## src/rtl/vga_scanout.sv

```systemverilog
// 640x480@60 scanout of the 512x256 mono framebuffer, centred with a black border.
// One screen row is burst-fetched into a 32-word line buffer during each h-blank.
module vga_scanout (
   input  logic        clk,
   input  logic        reset,
   input  logic        vram_loaded,
   input  logic [15:0] vram_data,
   output logic        vram_rden,
   output logic [13:0] vram_raddr,
   output logic        hsync,
   output logic        vsync,
   output logic        de,
   output logic        pixel
);

   localparam int RD_LAT = 3;

   localparam logic [9:0] H_ACT  = 10'd640;
   localparam logic [9:0] H_LAST = 10'd799;
   localparam logic [9:0] HS_LO  = 10'd656;
   localparam logic [9:0] HS_HI  = 10'd751;
   localparam logic [9:0] V_ACT  = 10'd480;
   localparam logic [9:0] V_LAST = 10'd524;
   localparam logic [9:0] VS_LO  = 10'd490;
   localparam logic [9:0] VS_HI  = 10'd491;
   localparam logic [9:0] X_OFF  = 10'd64;
   localparam logic [9:0] X_END  = 10'd575;
   localparam logic [9:0] Y_OFF  = 10'd112;
   localparam logic [9:0] Y_END  = 10'd367;
   localparam logic [9:0] F_FST  = 10'd111;
   localparam logic [9:0] F_LST  = 10'd366;

   localparam logic [5:0] B_LAST = 6'(32 + RD_LAT - 2);

   typedef enum logic [1:0] {
      IDLE,
      BURST,
      DRAIN
   } fetch_t;

   logic [9:0] h, v;

   fetch_t      state, state_nx;
   logic [5:0]  cnt, cnt_nx;
   logic [7:0]  row, row_nx;
   logic        rden_nx;
   logic [13:0] raddr_nx;
   logic        row_valid, valid_nx;

   logic [RD_LAT-1:0][5:0] tag;
   logic [5:0]             tag_out;
   logic                   push;

   logic [15:0] linebuf [32];

   logic        fetch_pt;
   logic [7:0]  fetch_row;
   logic [8:0]  col;
   logic [15:0] word;
   logic        hs_d, vs_d, de_d, px_d;
   logic        in_scr;

   always_ff @(posedge clk) begin
      if (!reset) begin
         h <= '0;
         v <= '0;
      end else if (h == H_LAST) begin
         h <= '0;
         v <= (v == V_LAST) ? '0 : v + 10'd1;
      end else begin
         h <= h + 10'd1;
      end
   end

   assign fetch_pt  = (h == H_ACT) && (v >= F_FST) && (v <= F_LST);
   assign fetch_row = 8'(v - F_FST);
   assign push      = vram_rden && !cnt[5];
   assign tag_out   = tag[RD_LAT-1];

   always_comb begin
      state_nx = state;
      cnt_nx   = cnt;
      row_nx   = row;
      rden_nx  = vram_rden;
      raddr_nx = vram_raddr;
      valid_nx = row_valid;
      unique case (state)
         IDLE: begin
            if (fetch_pt) begin
               valid_nx = 1'b0;
               if (vram_loaded) begin
                  state_nx = BURST;
                  cnt_nx   = '0;
                  row_nx   = fetch_row;
                  rden_nx  = 1'b1;
                  raddr_nx = {1'b0, fetch_row, 5'd0};
               end
            end
         end
         BURST: begin
            if (cnt == B_LAST) begin
               state_nx = DRAIN;
               rden_nx  = 1'b0;
            end else begin
               cnt_nx   = cnt + 6'd1;
               // tail cycles repeat the last word's address
               raddr_nx = {1'b0, row,
                           cnt_nx[5] ? 5'd31 : cnt_nx[4:0]};
            end
         end
         DRAIN: begin
            if (tag_out[5] && tag_out[4:0] == 5'd31) begin
               state_nx = IDLE;
               valid_nx = 1'b1;
            end
         end
         default: state_nx = IDLE;
      endcase
   end

   always_ff @(posedge clk) begin
      if (!reset) begin
         state      <= IDLE;
         cnt        <= '0;
         row        <= '0;
         vram_rden  <= 1'b0;
         vram_raddr <= '0;
         row_valid  <= 1'b0;
         tag        <= '0;
      end else begin
         state      <= state_nx;
         cnt        <= cnt_nx;
         row        <= row_nx;
         vram_rden  <= rden_nx;
         vram_raddr <= raddr_nx;
         row_valid  <= valid_nx;
         tag        <= {tag[RD_LAT-2:0], {push, cnt[4:0]}};
      end
   end

   always_ff @(posedge clk) begin
      if (reset && tag_out[5])
         linebuf[tag_out[4:0]] <= vram_data;
   end

   assign col    = 9'(h - X_OFF);
   assign word   = linebuf[col[8:4]];
   assign in_scr = (v >= Y_OFF) && (v <= Y_END) &&
                   (h >= X_OFF) && (h <= X_END);

   assign hs_d = !((h >= HS_LO) && (h <= HS_HI));
   assign vs_d = !((v >= VS_LO) && (v <= VS_HI));
   assign de_d = (h < H_ACT) && (v < V_ACT);
   assign px_d = in_scr && row_valid && !word[col[3:0]];

   always_ff @(posedge clk) begin
      if (!reset) begin
         hsync <= 1'b1;
         vsync <= 1'b1;
         de    <= 1'b0;
         pixel <= 1'b0;
      end else begin
         hsync <= hs_d;
         vsync <= vs_d;
         de    <= de_d;
         pixel <= px_d;
      end
   end

endmodule

```

## config.mk

```make
export PLATFORM = sky130hd
export DESIGN_NAME = vga_scanout
export DESIGN_NICKNAME = d
export VERILOG_FILES = /design/src/rtl/vga_scanout.sv
export SDC_FILE = /design/constraint.sdc
export NUM_CORES = 1
export LEC_CHECK = 0
export CAP_MARGIN = 20
export CORE_MARGIN = 5
export CORE_UTILIZATION = 62
export DETAILED_ROUTE_END_ITERATION = 16
export PLACE_DENSITY = 0.79
export SETUP_SLACK_MARGIN = 0.15
export SYNTH_ARGS = -nofsm -noshare
export SYNTH_HDL_FRONTEND = slang
export SYNTH_SLANG_ARGS = --single-unit
```

## constraint.sdc

```tcl
create_clock -name clk -period 3.75 [get_ports clk]
set_input_delay 0.375 -clock clk [delete_from_list [all_inputs] [get_ports clk]]
set_output_delay 0.375 -clock clk [all_outputs]
set_load 0.02 [all_outputs]
```

Run 1, clock wiring as the flow saved it:
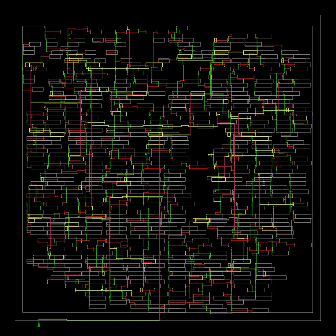
Clock Sink Count: 585
Clock group: 5.38 mW
clock skew: 24.16 ps
clkbuf count: 67

Run 1, signal wires by layer:
Bar = 50 um. Two of the layers only.
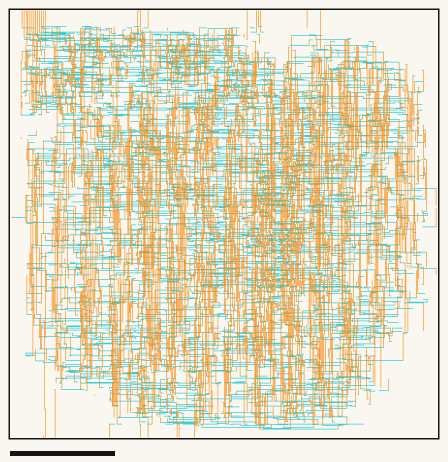
M2: shown in orange, wire length 27.4 mm. M1: shown in cyan, wire length 20.3 mm.

==> flow_metrics.tcl, run 1 <==
# implementation run metrics
set metrics [dict create \
    area_growth_pct 14.28 \
    grt_util_all_layers_pct 27.38 \
    final_cells 1893 \
    syn-cell-area_um2 23120 \
    htreeDepth 2 \
    end_kind "flop" \
    worstSetupStartpointType "flop" \
    warnings 34 \
    ir_worst_vdd_mv 0.4173 \
    post-synth-top-area-cell "edfxtp_1" \
    antenna_found_initial 0 \
    cts_buffer_depth 3 \
    r2r_start "h[7]$_SDFF_PP0_" \
    rows 70 \
    outcome "completed" \
    fp_util_pct 62.99 \
    rrSetupSlack_ps 520 \
    wirelength_um 56000 \
    critPathMaxFanout 12 \
    via_count 12720 \
    root_buffer "clkbuf_16" \
    syn_inst 1271 \
    ys_seq_share_pct 72.83 \
    first_pass_iters 10 \
    grt_pass1_vias 12670 \
    clk_pin_slew_ps 60 \
    reg2reg_to "pixel$_SDFF_PN0_" \
    grt_overflow 0 \
    post_cts_buffers 0 \
    slew_headroom_pct 25.21 \
    critPathLaunch "h[7]$_SDFF_PP0_" \
    rr_worst_depth 10 \
    dpl.hpwl_um 32800 \
    common_cells "512 x edfxtp_1, 126 x mux4_2, 74 x nor2_1, 73 x dfxtp_1, 71 x nand2_1" \
    cp.required_ps 4270 \
    crit_arrival_ps 3750 \
    ys_sh_mux_pct 13.75 \
    synthesis.nets 1302 \
    yosysTopAreaCellShare_pct 66.51 \
    cts_hold_buffers 0 \
]
Run 1, supply network:
Bar = 50 um. Pins as bars on the die edge.
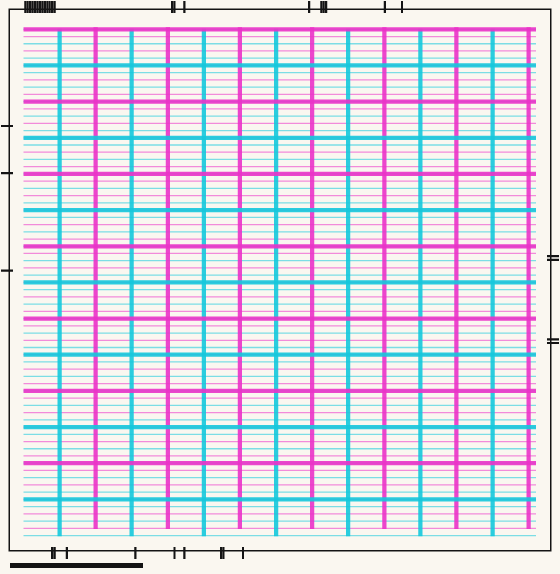
VSS: shown in cyan. VDD: shown in magenta.
38 signal pins sit on the boundary. 14 straps on met5.
Die Span Y: 203.1 um
core box area: 36700 um2
die width: 203.1 um

==> run 1: worst min-delay path by stage <==
stage                              endpoint  cells past startpoint
floorplan                tag[10]$_SDFF_PN0_                      1
global placement      tag_out[0]$_SDFF_PN0_                      1
detailed placement    tag_out[0]$_SDFF_PN0_                      1
CTS                   tag_out[0]$_SDFF_PN0_                      1
global route        linebuf[6][2]$_DFFE_PP_                      1
finish              linebuf[6][2]$_DFFE_PP_                      1
==> run 1: cell type report <==
class                      instances  area (um2)
clock buffer                      67        1421
inverter                          11       41.29
tap                              468       585.6
timing repair buffer             122        1294
sequential                       585       16840
clock inverter                    37       320.3
fill                            2158       10280
multi-input combinational        603        5911
==> run 1: cell usage in the layout (no fill, tap or decap), drive strengths merged, types with 25 or more instances in the layout <==
cell type,netlist,routed
mux4,126,126
nor2,74,74
nand2,71,71
edfxtp,512,512
and2,30,30
mux2i,25,25
clkbuf,28,70
buf,44,83
clkdlybuf4s50,0,36
clkinv,1,30
dfxtp,73,73
==> run 1: power by group <==
| group | leakage [nW] | internal, mW | switching (mW) | total (mW) |
|---|---|---|---|---|
| sequential | 5.19 | 7.07 | 0.00695 | 7.08 |
| clock | 0.853 | 2.99 | 2.39 | 5.38 |
| combinational | 2.41 | 0.0670 | 0.132 | 0.199 |
==> run 1: stage by stage <==
stage               area (um2)  setup slack [ps]  total power [mW]  hold WS [ps]
detailed placement       24420             692.2             7.382         417.7
finish                   26420             518.2             12.66         430.6
CTS                      26160             629.3             12.66         432.0
global placement         24390             754.9             7.370         416.6
global route             26420             452.2             13.00         433.8
floorplan                23120             519.7             7.255         411.9
==> run 1: worst reg2reg max path, stage by stage, from the launching register on <==
cell	delay, ps
dfxtp_1	420
inv_1	120
ha_1	780
buf_4	270
mux4_2	300
nor2b_1	160
a211oi_1	340
a211oi_1	100
a311oi_1	280
nor4_1	100
o31ai_1	280
==> run 1: routing by layer <==
metal | vias up | global-route usage [%] | part of all wire (%)
li1 | 5304 | - | -
met1 | 6488 | 38.47 | 36
met2 | 796 | 44.47 | 49
met3 | 129 | 4.712 | 11
met4 | 0 | 9.612 | 3.5
met5 | - | 0 | 0
==> run 1: cells by family after synthesis <==
family | Yosys count
simple gates | 278
other cells | 1
mux | 159
xor+xnor | 26
buf+inv | 83
flops | 585
fa+ha+maj | 12
compound gates | 127
==> run 1: registers in the layout (all words and copies together), names as in the netlist <==
register and count:
cnt 6, de 1, h 10, hsync 1, linebuf 512, pixel 1
row 8, row_valid 1, state 2, tag 12, tag_out 6, v 10
vram_raddr 13, vram_rden 1, vsync 1
## Run 2: what changed since run 1
--- a/config.mk
+++ b/config.mk
@@ -7,8 +7,9 @@
 export LEC_CHECK = 0
 export CAP_MARGIN = 20
 export CORE_MARGIN = 5
-export CORE_UTILIZATION = 62
+export CORE_UTILIZATION = 63
 export DETAILED_ROUTE_END_ITERATION = 16
+export DONT_BUFFER_PORTS = 1
 export PLACE_DENSITY = 0.79
 export SETUP_SLACK_MARGIN = 0.15
 export SYNTH_ARGS = -nofsm -noshare
==> run 2 against run 1 <==
- synthesized cell count unchanged
- sequential share of layout area increased by 0.23 points
- utilization increased by 0.25 points
- global-route usage about the same
- clock power increased by 9.3%
- clock-buffer cell count increased by 9
- largest cell class unchanged
- highest routed layer unchanged
==> flow_metrics.tcl, run 2 <==
# implementation run metrics
set metrics [dict create \
    n_fill_cell 2089 \
    comb_area_um2 5911 \
    post_cts_buffers 0 \
    area_growth_pct 13.86 \
    rows 70 \
    core_um2 36430 \
    antenna_found_initial 1 \
    design_area_um2 26320 \
    syn_inst 1271 \
    synthesis.nets 1302 \
    final_common_cell "edfxtp_1" \
    common_cells "512 x edfxtp_1, 126 x mux4_2, 74 x nor2_1, 73 x dfxtp_1, 71 x nand2_1" \
    regArea_um2 16840 \
    drtAntennaViolNets 0 \
    yosys-stat-area_um2 23120 \
    dpl.hpwl_um 31760 \
    via_count 12500 \
    yosysTopAreaCellShare_pct 66.51 \
    warnings 34 \
    wl_per_cell_um 29.52 \
    htreeDepth 2 \
    grt_max_degree 48 \
    post-synth-top-area-cell "edfxtp_1" \
    cts_buffer_depth 3 \
    largest_register_ffs 512 \
    root_buffer "clkbuf_16" \
    wirelength_um 55000 \
    first_pass_iters 5 \
    worstSetupStartpointType "flop" \
    end_kind "flop" \
    clock-sinks 585 \
    placed_area_um2 23910 \
    crit_arrival_ps 3710 \
    outcome "completed" \
    ir_worst_vdd_mv 0.4004 \
    cp.required_ps 4270 \
    ys_seq_share_pct 72.83 \
    die_y_um 201.6 \
    grt_util_all_layers_pct 27.42 \
    numCtsBuffers 57 \
    critPathMaxFanout 20 \
    clk_pin_slew_ps 70 \
    grt_overflow 0 \
    grt_pass1_vias 12560 \
]
[run 2: netlist changes by cell type in the layout (fill, tap and decap cells not counted), sizes merged]
cell,previous run,this run
clkbuf,70,76
buf,83,80
clkinvlp,2,5
clkinv,30,18
diode,0,1
bufinv,4,5
dlygate4sd3,0,10
clkdlybuf4s50,36,0
[run 2: logic make-up (layout without fill, tap and decap cells)]
| logic type | Yosys count | count (layout) | synth area share (%) |
|---|---|---|---|
| adder cells (fa/ha/maj) | 12 | 12 | 0.6495 |
| XOR/XNOR | 26 | 26 | 0.9851 |
| AND/OR/NAND/NOR | 278 | 278 | 6.084 |
| other | 1 | 2 | 0.01622 |
| AND-OR/OR-AND | 127 | 127 | 3.837 |
| multiplexers | 159 | 159 | 13.75 |
| flip-flops | 585 | 585 | 72.83 |
| buffers and inverters | 83 | 206 | 1.851 |
[run 2: metrics by stage]
stage	std cells	hold slack [ps]	worst slack (ps)	total power [mW]
final	1863	32.43	560.6	13.14
after global routing	1863	48.78	399.8	13.52
after CTS	1852	13.15	668.3	13.17
after detailed placement	1730	416.9	725.8	7.264
after global placement	1730	413.9	729.3	7.264
after floorplan	1271	411.9	519.7	7.255
[run 2: final timing paths]
check,startpoint,to,slack (ps),cells past startpoint
worst min-delay path,vram_loaded,state[0]$_SDFFE_PN0P_,30,2
worst max-delay path,h[6]$_SDFF_PP0_,pixel$_SDFF_PN0_,560,10
worst max register to register,h[6]$_SDFF_PP0_,pixel$_SDFF_PN0_,560,10
worst min register to register,tag[6]$_SDFF_PN0_,tag_out[0]$_SDFF_PN0_,430,1
[run 2: what timing repair did]
action | in CTS | in global routing
hold buffers | 17 | 0
setup endpoints to repair | 0 | 0
hold endpoints to repair | 560 | 0
[run 2: critical path, stage by stage (launching register included)]
cell      delay, ps
dfxtp_2         330
clkinv_1        310
ha_1            440
xor2_2          570
buf_4           380
mux4_2          330
nand3_1         100
a31oi_1          90
o311ai_0        340
a32oi_1         150
o31ai_1          80
[run 2: metal layers]
metal / vias up / wire, um / share of wire (%) / track usage, %
met3: 139 / 5731 / 10 / 5.882
met5: - / 0 / 0 / 0
met2: 777 / 26810 / 49 / 43.77
met1: 6346 / 20490 / 37 / 39.19
li1: 5234 / - / - / -
met4: 0 / 1969 / 3.6 / 8.081
[run 2: final cells by class]
class / count / area share, %
diodes: 1 / 0.009507
clock buffers: 76 / 6.360
clock inverters: 29 / 1.103
inverters: 11 / 0.1569
multi-input cells: 603 / 22.46
flip-flops and latches: 585 / 64.00
well taps: 468 / 2.225
repair buffers: 90 / 3.693
[run 2: power by group]
part | switching, mW | internal [mW] | total (mW)
sequential | 0.00806 | 7.07 | 7.08
combinational | 0.124 | 0.0615 | 0.186
clock | 2.41 | 3.47 | 5.88
total | 2.54 | 10.6 | 13.1
Run 2, the metal 3 layer:
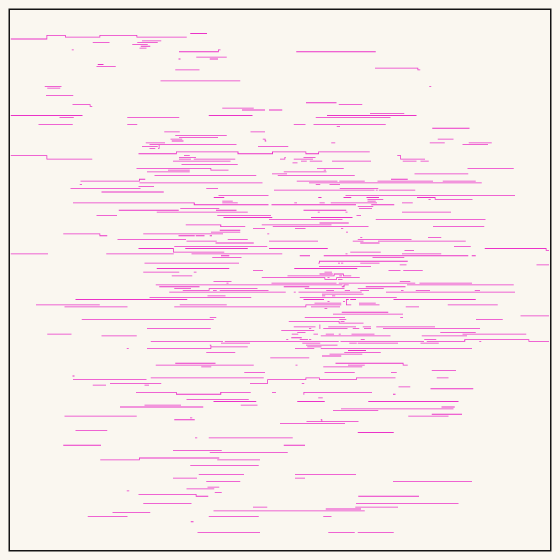
The layer holds 10% of the routed length. The longest straight run is 69.5 um. 203 nets have wire on it. The wires run mostly horizontal.

Run 2, the metal 2 layer:
Bar = 50 um.
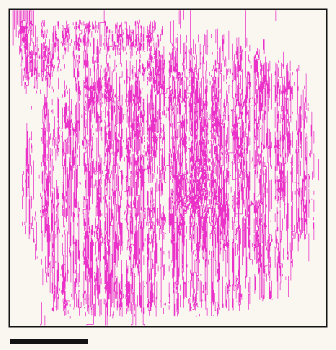
The wires run mostly vertical. The layer carries 26.8 mm of wire.

Run 2, clock wiring as the flow saved it:
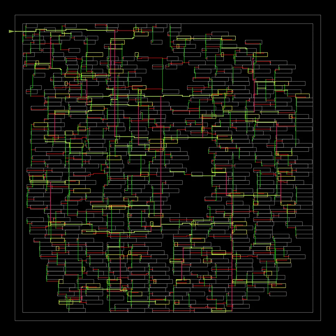
Late-Pin Clk Latency: 600 ps
clkbuf count: 76
clock skew: 13.93 ps
flop count: 585

Power and IR drop assume default switching activity.
